File: src/rtl/read_iq_multi.sv
// read_iq_multi: assembles interleaved I/Q samples from a byte FIFO.
// Each sample is 2 bytes (8-bit I, Q) or 4 bytes (16-bit little-endian I, Q).
// Components are sign-extended and left-shifted so both formats share one
// full scale. Finished samples go to paired I/Q output FIFOs, tagged with a
// rotating channel index.
module read_iq_multi #(
   parameter int DATA_SIZE = 32,
   parameter int BYTE_SIZE = 8,
   parameter int BITS      = 10,
   parameter int CHANNELS  = 2
) (
   input  logic                                          clock,
   input  logic                                          reset,
   input  logic                                          mode_16,
   input  logic                                          in_empty,
   output logic                                          in_rd_en,
   input  logic [BYTE_SIZE-1:0]                          in_dout,
   input  logic                                          i_out_full,
   input  logic                                          q_out_full,
   output logic                                          out_wr_en,
   output logic [DATA_SIZE-1:0]                          i_out_din,
   output logic [DATA_SIZE-1:0]                          q_out_din,
   output logic [((CHANNELS > 1) ? $clog2(CHANNELS) : 1)-1:0] out_chan,
   output logic [15:0]                                   sample_count
);

   localparam int CH_W   = (CHANNELS > 1) ? $clog2(CHANNELS) : 1;
   localparam int COMP_W = 2 * BYTE_SIZE;

   typedef enum logic {S_READ, S_WRITE} state_t;

   state_t                 state, next_state;
   logic [1:0]             byte_idx;
   logic                   mode_lat;
   logic                   cur_mode;
   logic                   last_byte;
   logic                   rd_int;
   logic                   wr_int;
   logic [BYTE_SIZE-1:0]   b0, b1, b2;
   logic signed [DATA_SIZE-1:0] i_next, q_next;

   // Sign-extend a component to the output width, then scale it up.
   function automatic logic signed [DATA_SIZE-1:0] quantise(
      input logic signed [COMP_W-1:0] comp,
      input int                       shift
   );
      logic signed [DATA_SIZE-1:0] wide;
      wide = DATA_SIZE'(comp);
      return wide <<< shift;
   endfunction

   // Byte 0 takes the live format bit; later bytes follow the latched one.
   assign cur_mode  = (byte_idx == 2'd0) ? mode_16 : mode_lat;
   assign last_byte = cur_mode ? (byte_idx == 2'd3) : (byte_idx == 2'd1);

   // Internal strobes stay ungated; only the ports are masked during reset.
   assign in_rd_en  = rd_int & reset;
   assign out_wr_en = wr_int & reset;

   // State register.
   always_ff @(posedge clock or negedge reset) begin
      if (!reset) state <= S_READ;
      else        state <= next_state;
   end

   // Next-state and handshake strobes.
   always_comb begin
      next_state = state;
      rd_int     = 1'b0;
      wr_int     = 1'b0;
      case (state)
         S_READ: begin
            rd_int = !in_empty;
            if (!in_empty && last_byte) next_state = S_WRITE;
         end
         S_WRITE: begin
            wr_int = !i_out_full && !q_out_full;
            if (!i_out_full && !q_out_full) next_state = S_READ;
         end
         default: next_state = S_READ;
      endcase
   end

   // Quantised values formed from the stored bytes plus the byte at the head.
   always_comb begin
      i_next = '0;
      q_next = '0;
      if (cur_mode) begin
         i_next = quantise({b1, b0}, BITS);
         q_next = quantise({in_dout, b2}, BITS);
      end else begin
         i_next = quantise(COMP_W'($signed(b0)), BITS + BYTE_SIZE);
         q_next = quantise(COMP_W'($signed(in_dout)), BITS + BYTE_SIZE);
      end
   end

   // Sample assembly, output registers, channel rotation and sample counter.
   always_ff @(posedge clock or negedge reset) begin
      if (!reset) begin
         byte_idx     <= 2'd0;
         mode_lat     <= 1'b0;
         i_out_din    <= '0;
         q_out_din    <= '0;
         out_chan     <= '0;
         sample_count <= 16'd0;
         b0           <= '0;
         b1           <= '0;
         b2           <= '0;
      end else begin
         if (rd_int) begin
            if (byte_idx == 2'd0) mode_lat <= mode_16;
            case (byte_idx)
               2'd0:    b0 <= in_dout;
               2'd1:    b1 <= in_dout;
               2'd2:    b2 <= in_dout;
               default: ;
            endcase
            if (last_byte) begin
               byte_idx  <= 2'd0;
               i_out_din <= i_next;
               q_out_din <= q_next;
            end else begin
               byte_idx <= byte_idx + 2'd1;
            end
         end
         if (wr_int) begin
            sample_count <= sample_count + 16'd1;
            if (CHANNELS == 1 || out_chan == CH_W'(CHANNELS - 1)) out_chan <= '0;
            else                                                  out_chan <= out_chan + CH_W'(1);
         end
      end
   end

endmodule

File: config.mk
export PLATFORM = sky130hd
export DESIGN_NAME = read_iq_multi
export DESIGN_NICKNAME = d
export VERILOG_FILES = /design/src/rtl/read_iq_multi.sv
export SDC_FILE = /design/constraint.sdc
export NUM_CORES = 1
export LEC_CHECK = 0
export ABC_CLOCK_PERIOD_IN_PS = 2200
export CAP_MARGIN = 20
export CORE_AREA = 2 2 88 90
export CTS_BUF_LIST = sky130_fd_sc_hd__clkbuf_16
export DETAILED_ROUTE_END_ITERATION = 16
export DIE_AREA = 0 0 90 92
export GPL_TIMING_DRIVEN = 0
export PLACE_DENSITY = 0.79
export SETUP_SLACK_MARGIN = 0.4
export SYNTH_ARGS = -nofsm -noshare
export SYNTH_HDL_FRONTEND = slang
export SYNTH_SLANG_ARGS = --single-unit
File: constraint.sdc
create_clock -name clock -period 2.2 [get_ports clock]
set_clock_uncertainty 0.1 [all_clocks]
set_input_delay 0.44 -clock clock [delete_from_list [all_inputs] [get_ports clock]]
set_output_delay 0.44 -clock clock [all_outputs]
set_load 0.05 [all_outputs]
Fig. 1: register map, names as in the netlist
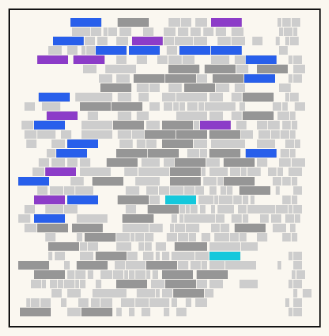
[cyan] byte_idx | placed flops: 2
[purple] b2 | placed flops: 8
[blue] q_out_din | placed flops: 16
not colored: 51
sequential share of cell area: 0.385
area used by sequential logic in the layout: 1930 um^2
core occupancy in the finished layout: 0.673
sequential-cell power consumption: 0.00237 W

Fig. 2: the metal 3 layer
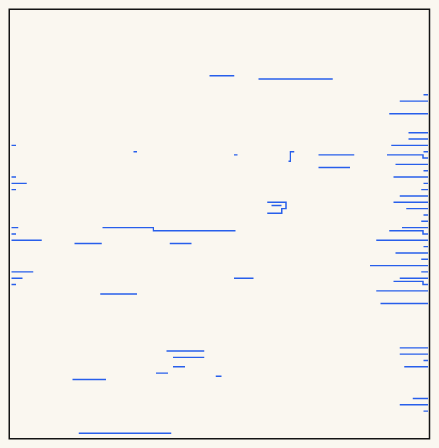
wire length on this layer: 349 um
longest straight run: 19.6 um

==> Table 3: Implementation characteristics <==
Summary of implementation characteristics

Parameter                              Value

Synth
  Part of the Yosys area used for sequential elements    0.564
  Top cell types by occurrence after synthesis    sky130_fd_sc_hd__dfrtp_1, sky130_fd_sc_hd__buf_4, sky130_fd_sc_hd__mux2_2
  Most common cell in the netlist    sky130_fd_sc_hd__dfrtp_1
  Biggest area cells    sky130_fd_sc_hd__dfrtp_1, sky130_fd_sc_hd__mux2_2, sky130_fd_sc_hd__buf_4
  Multiplexer share of the synthesized area    0.143
  Mean instance size in the synthesized netlist    12.9 um^2
  Post-Syn Instances    264
  Share of Yosys cell area claimed by the top area cell type    0.564
  XOR/XNOR Fraction of Synth Area    0.0410
  Netlist Area Pre-Place    3420 um^2
  Flip-flop and latch count after synthesis    77
  Most frequently used flop master after synthesis    sky130_fd_sc_hd__dfrtp_1
  Chip area in the Yosys report    3420 um^2

Clocking
  Post-CTS Setup Repair Bufs    15
  Cts bufs inserted    9
  Latency at later pin    0.33 ns
  Deepest clock path buffer count    2

Detailed routing
  Aggregate routed wire length    8120 um

Placement
  Number of I/O port buffers    76

Status
  Result of the run    completed

Cells and area
  Relative area change from synthesis to final layout    46.7%
  Combinational Gates    159
  Logic share of the area    0.273
  Non-clock inverter instance count of the final layout    3
  Logic area    1370 um^2

Worst setup path
  Critical Path AT    2.21 ns
  Kind of capture point of the worst setup path    register
  Crit-path max FO    6
  Launching element type of the critical path    register

STA
  Relative slew slack    0.498
  Final-report max-slew violation count    0
  Achievable Freq    473 MHz
  Number of hold violations in the final report    0

GRT
  First-pass GRT wire length    12500 um
  Number of antenna violations at the first check in global routing    0
  Number of global-route vias before repair    2378
  Total grt overflow    0

Floorplan
  Full die area    8280 um^2
  Chip Height    92 um
  Number of well taps    102
  Core Region    7450 um^2
  Floorplan row count    32
Fig. 3: signal wires by layer
Only two layers are drawn.
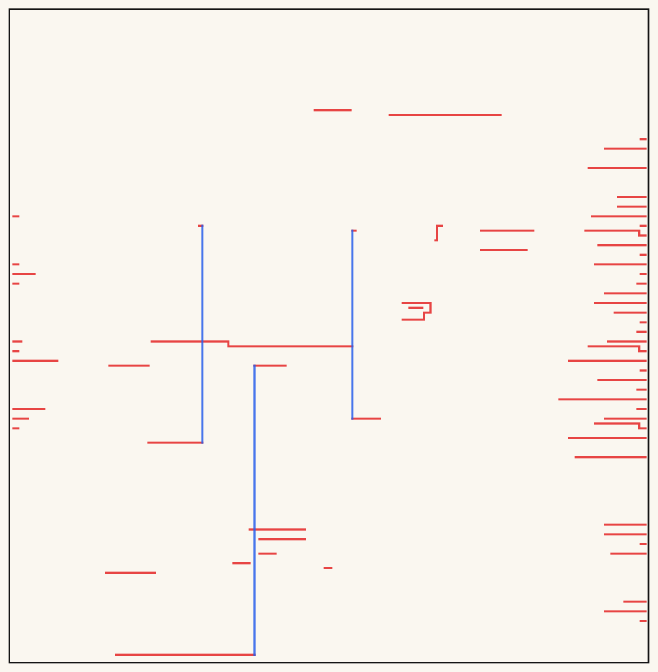
[red] metal 3 | wire length: 349 um
[blue] metal 4 | wire length: 97.9 um

Fig. 4: routing congestion
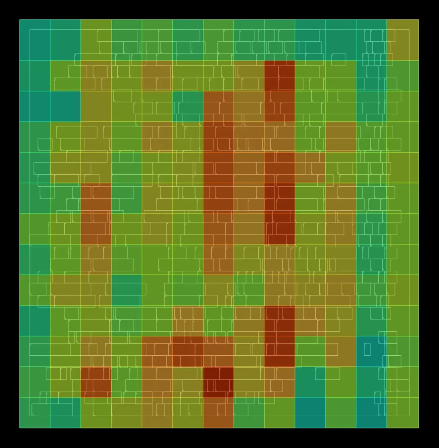
GRT met3 Usage: 0.0394
met2 Resource Use GR: 0.327
fraction of met1 tracks used by global routing: 0.250
grt peak-use layer: met2

==> worst paths after layout <==
check | to | slack, ns | cells past startpoint
setup reg to reg | i_out_din[21] | 0.09 | 10
min in group clock | sample_count[15] | 0.36 | 1
setup / recovery | i_out_din[21] | 0.09 | 10
hold reg to reg | sample_count[15] | 0.36 | 1
max in group asynchronous | state | 0.79 | 2
hold / removal | sample_count[14] | 0.04 | 2
==> flip-flops by register name (all words and copies together) (netlist names), 2 cells and up <==
name          count
i_out_din        16
q_out_din        16
sample_count     16
b0                8
b1                8
b2                8
byte_idx          2
==> worst max-delay path, cell delays in order (launching register included) <==
cell and delay [ns]:
sky130_fd_sc_hd__dfrtp_1 0.40, sky130_fd_sc_hd__inv_2 0.10, sky130_fd_sc_hd__ha_4 0.16, sky130_fd_sc_hd__mux2i_4 0.24, sky130_fd_sc_hd__mux2i_2 0.25, sky130_fd_sc_hd__nand2b_4 0.16, sky130_fd_sc_hd__buf_8 0.14, sky130_fd_sc_hd__buf_6 0.16
sky130_fd_sc_hd__buf_6 0.11, sky130_fd_sc_hd__buf_8 0.12, sky130_fd_sc_hd__o21ai_2 0.06
==> where the power goes <==
group          total, W  switching, W  leakage, nW  internal, W
registers       0.00237      0.000394        0.974      0.00198
logic           0.00409       0.00249         1.40      0.00160
clock network   0.00149      0.000597        0.147     0.000892
==> per-stage QoR <==
step / total power, W / area, um^2 / instances
4_1_cts: 0.00772 / 4890 / 495
3_5_place_dp: 0.00617 / 4420 / 462
6_report: 0.00796 / 5010 / 500
2_1_floorplan: 0.00500 / 3500 / 283
5_1_grt: 0.00831 / 5010 / 500
3_3_place_gp: 0.00608 / 4390 / 461
==> routing by layer <==
layer	routed length (um)	part of all wire
met5	0	0
met4	97	0.012
met3	349	0.043
met2	4210	0.52
met1	3470	0.43
No activity file was given, so power comes from the tool's default toggle rates.
